<file path="src/rtl/coef_pkg.sv">
// coef_pkg: shared constants and FSM state encoding for the coefficient bank.
// Provides default word width (from the fixed-point header width), node and slot counts.
package coef_pkg;

   // Width of one fixed-point coefficient word.
   localparam int FX_W   = 16;
   localparam int N_DEF  = FX_W;
   localparam int ND_DEF = 4;
   localparam int NC_DEF = 4;

   typedef enum logic [1:0] {
      IDLE,
      LOAD,
      READY,
      DRAIN
   } state_t;

endpackage

</file>
<file path="src/rtl/coef_node.sv">
// coef_node: one node's NC-word coefficient store with saturating write counter.
// Ports: clk, rst (async active-low), we, clr, din -> words, loaded, fill.
module coef_node
   import coef_pkg::*;
#(
   parameter int N  = N_DEF,
   parameter int NC = NC_DEF
) (
   input  logic            clk,
   input  logic            rst,
   input  logic            we,
   input  logic            clr,
   input  logic [N-1:0]    din,
   output logic [NC*N-1:0] words,
   output logic            loaded,
   output logic            fill
);

   localparam int CW = $clog2(NC + 1);

   logic [CW-1:0] cnt;

   // This write lands in the last free slot.
   assign fill = we && !loaded && (cnt == CW'(NC - 1));

   always_ff @(posedge clk or negedge rst) begin
      if (!rst) begin
         cnt    <= '0;
         words  <= '0;
         loaded <= 1'b0;
      end else if (clr) begin
         // Counts restart; stored words are kept.
         cnt    <= '0;
         loaded <= 1'b0;
      end else if (we && !loaded) begin
         for (int j = 0; j < NC; j++) begin
            if (cnt == CW'(j)) begin
               words[j*N +: N] <= din;
            end
         end
         cnt <= cnt + 1'b1;
         if (fill) begin
            loaded <= 1'b1;
         end
      end
   end

endmodule

</file>
<file path="src/rtl/coef_bank.sv">
// coef_bank: loads ND nodes of NC coefficients from a shared bus, then drains them.
// Ports: clk, rst, c_we, din, drain -> coef, loaded, dout, dout_vld, busy, err.
// Macro COEF_BANK_ERR_EN enables the sticky protocol-error flag; otherwise err is 0.
module coef_bank
   import coef_pkg::*;
#(
   parameter int N  = N_DEF,
   parameter int ND = ND_DEF,
   parameter int NC = NC_DEF
) (
   input  logic               clk,
   input  logic               rst,
   input  logic [ND-1:0]      c_we,
   input  logic [N-1:0]       din,
   input  logic               drain,
   output logic [ND*NC*N-1:0] coef,
   output logic [ND-1:0]      loaded,
   output logic [N-1:0]       dout,
   output logic               dout_vld,
   output logic               busy,
   output logic               err
);

   localparam int TOT = ND * NC;
   localparam int IW  = $clog2(TOT + 1);
   localparam logic [IW-1:0] LAST = IW'(TOT);

   state_t        state;
   logic [IW-1:0] idx;
   logic [ND-1:0] sel;
   logic [ND-1:0] node_we;
   logic [ND-1:0] fill;
   logic          any_we;
   logic          onehot;
   logic          idle_load;
   logic          wr_ok;
   logic          all_next;
   logic          clr;
   logic [N-1:0]  drain_word;

   // c_we MSB addresses node 0.
   for (genvar k = 0; k < ND; k++) begin : g_sel
      assign sel[k] = c_we[ND-1-k];
   end

   assign any_we    = |c_we;
   assign onehot    = any_we && ((c_we & (c_we - 1'b1)) == '0);
   assign idle_load = (state == IDLE) || (state == LOAD);
   assign wr_ok     = idle_load && onehot && ((sel & loaded) == '0);
   assign node_we   = wr_ok ? sel : '0;
   assign all_next  = &(loaded | fill);
   assign clr       = (state == DRAIN) && (idx == LAST);

   for (genvar k = 0; k < ND; k++) begin : g_node
      coef_node #(
         .N  (N),
         .NC (NC)
      ) u_node (
         .clk    (clk),
         .rst    (rst),
         .we     (node_we[k]),
         .clr    (clr),
         .din    (din),
         .words  (coef[k*NC*N +: NC*N]),
         .loaded (loaded[k]),
         .fill   (fill[k])
      );
   end

   // Flattened layout already matches drain order.
   always_comb begin
      drain_word = '0;
      for (int i = 0; i < TOT; i++) begin
         if (idx == IW'(i)) begin
            drain_word = coef[i*N +: N];
         end
      end
   end

   always_ff @(posedge clk or negedge rst) begin
      if (!rst) begin
         state    <= IDLE;
         idx      <= '0;
         dout     <= '0;
         dout_vld <= 1'b0;
         busy     <= 1'b0;
      end else begin
         unique case (state)
            IDLE, LOAD: begin
               if (wr_ok) begin
                  state <= all_next ? READY : LOAD;
               end
            end
            READY: begin
               if (drain) begin
                  // Word 0 goes out the cycle after drain.
                  state    <= DRAIN;
                  dout     <= coef[0 +: N];
                  dout_vld <= 1'b1;
                  busy     <= 1'b1;
                  idx      <= IW'(1);
               end
            end
            DRAIN: begin
               if (idx == LAST) begin
                  state    <= IDLE;
                  dout_vld <= 1'b0;
                  busy     <= 1'b0;
                  idx      <= '0;
               end else begin
                  dout <= drain_word;
                  idx  <= idx + 1'b1;
               end
            end
         endcase
      end
   end

`ifdef COEF_BANK_ERR_EN
   logic illegal;

   // Any non-idle c_we that is not an accepted write.
   assign illegal = any_we && !wr_ok;

   always_ff @(posedge clk or negedge rst) begin
      if (!rst) begin
         err <= 1'b0;
      end else if (illegal) begin
         err <= 1'b1;
      end
   end
`else
   assign err = 1'b0;
`endif

endmodule

</file>
<file path="config.mk">
export PLATFORM = sky130hd
export DESIGN_NAME = coef_bank
export DESIGN_NICKNAME = d
export VERILOG_FILES = /design/src/rtl/coef_pkg.sv /design/src/rtl/coef_node.sv /design/src/rtl/coef_bank.sv
export SDC_FILE = /design/constraint.sdc
export NUM_CORES = 1
export LEC_CHECK = 0
export ABC_AREA = 1
export CAP_MARGIN = 25
export CORE_UTILIZATION = 35
export CTS_CLUSTER_DIAMETER = 40
export DETAILED_ROUTE_END_ITERATION = 16
export GPL_TIMING_DRIVEN = 0
export SLEW_MARGIN = 15
export SYNTH_ARGS = -nofsm -noshare
export SYNTH_HDL_FRONTEND = slang
export SYNTH_SLANG_ARGS = --single-unit
export TNS_END_PERCENT = 30
</file>
<file path="constraint.sdc">
create_clock -name clk -period 4.7 [get_ports clk]
set_input_delay 0.94 -clock clk [delete_from_list [all_inputs] [get_ports clk]]
set_output_delay 0.94 -clock clk [all_outputs]
set_load 0.1 [all_outputs]
</file>
### Cells coloured by class

(2 px per um)
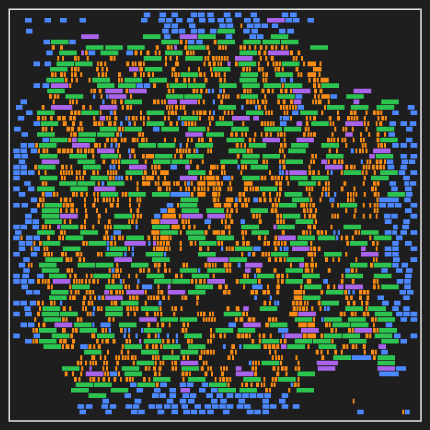
all other logic -> orange  # cells 1440, share of their area 34%
clock drivers and dummy loads -> purple  # cells 91, share of their area 9.0%
flip-flops -> green  # cells 296, share of their area 38%
other buffers and delay cells -> blue  # cells 420, share of their area 19%
placeable core region: 40700 um2
number of standard-cell rows in the floorplan: 74
post-route cell area: 20000 um2
flop share of the area: 37.0%

### Cell density map

(2 px per um) The die is cut into 21 by 21 equal tiles; dark blue is low, red is high, 0 to 100% covered.
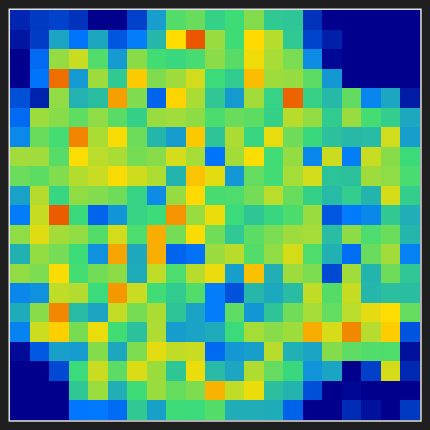
fullest tile = 90%
nearly empty tiles = 8.8%
tiles over 75% full = 5.7%
mean over tiles = 46%
emptiest ninth of the die = north-east

==> notes.md <==
From the run reports.

- The aggregate global-route resource usage is a little under a third.
- The start point of the critical path is idx[0]$_DFFE_PN0P_.
- In the layout the commonest cells are 597 x sky130_fd_sc_hd__nand2_1, 306 x sky130_fd_sc_hd__o21ai_0, 299 x sky130_fd_sc_hd__clkdlybuf4s50_1, 296 x sky130_fd_sc_hd__dfrtp_1, 172 x sky130_fd_sc_hd__inv_1.
- The most repeated library cell on the critical path reads sky130_fd_sc_hd__nand2_1.
- The total number of vias is 14500.
- The logic depth of the worst setup path including buffers is 22.
- The highest fanout seen on the critical path reads 10.
- The maximum clock frequency is 285 MHz.
- Once placement finished, the instance area stood at 18200 um2.
- The sum of buffers and inverters on the critical path is 4.
- The number of tap cells inserted is 532.
- For this run, design rule violations remaining after detail routing come to 0.
- The number of global-route vias before repair reads 13900.
- The run finished with clean final reports.
- The clock period minus worst slack is 3.51 ns.
- The synthesized area per cell is ~8 um2.
- The class occupying the most area after layout is reported as registers.
- The register containing the most flip-flops in the final layout reads g_node.u_node.words.
- The buffers inserted during post-CTS setup optimization is 0.
### M1 wires

(2 px per um) Supply wires on this layer in grey.
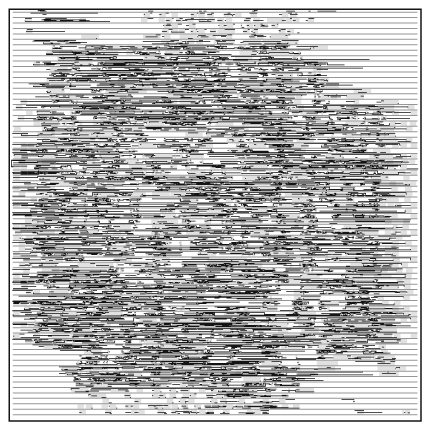
share of all routed wire = 43%
main direction = horizontal

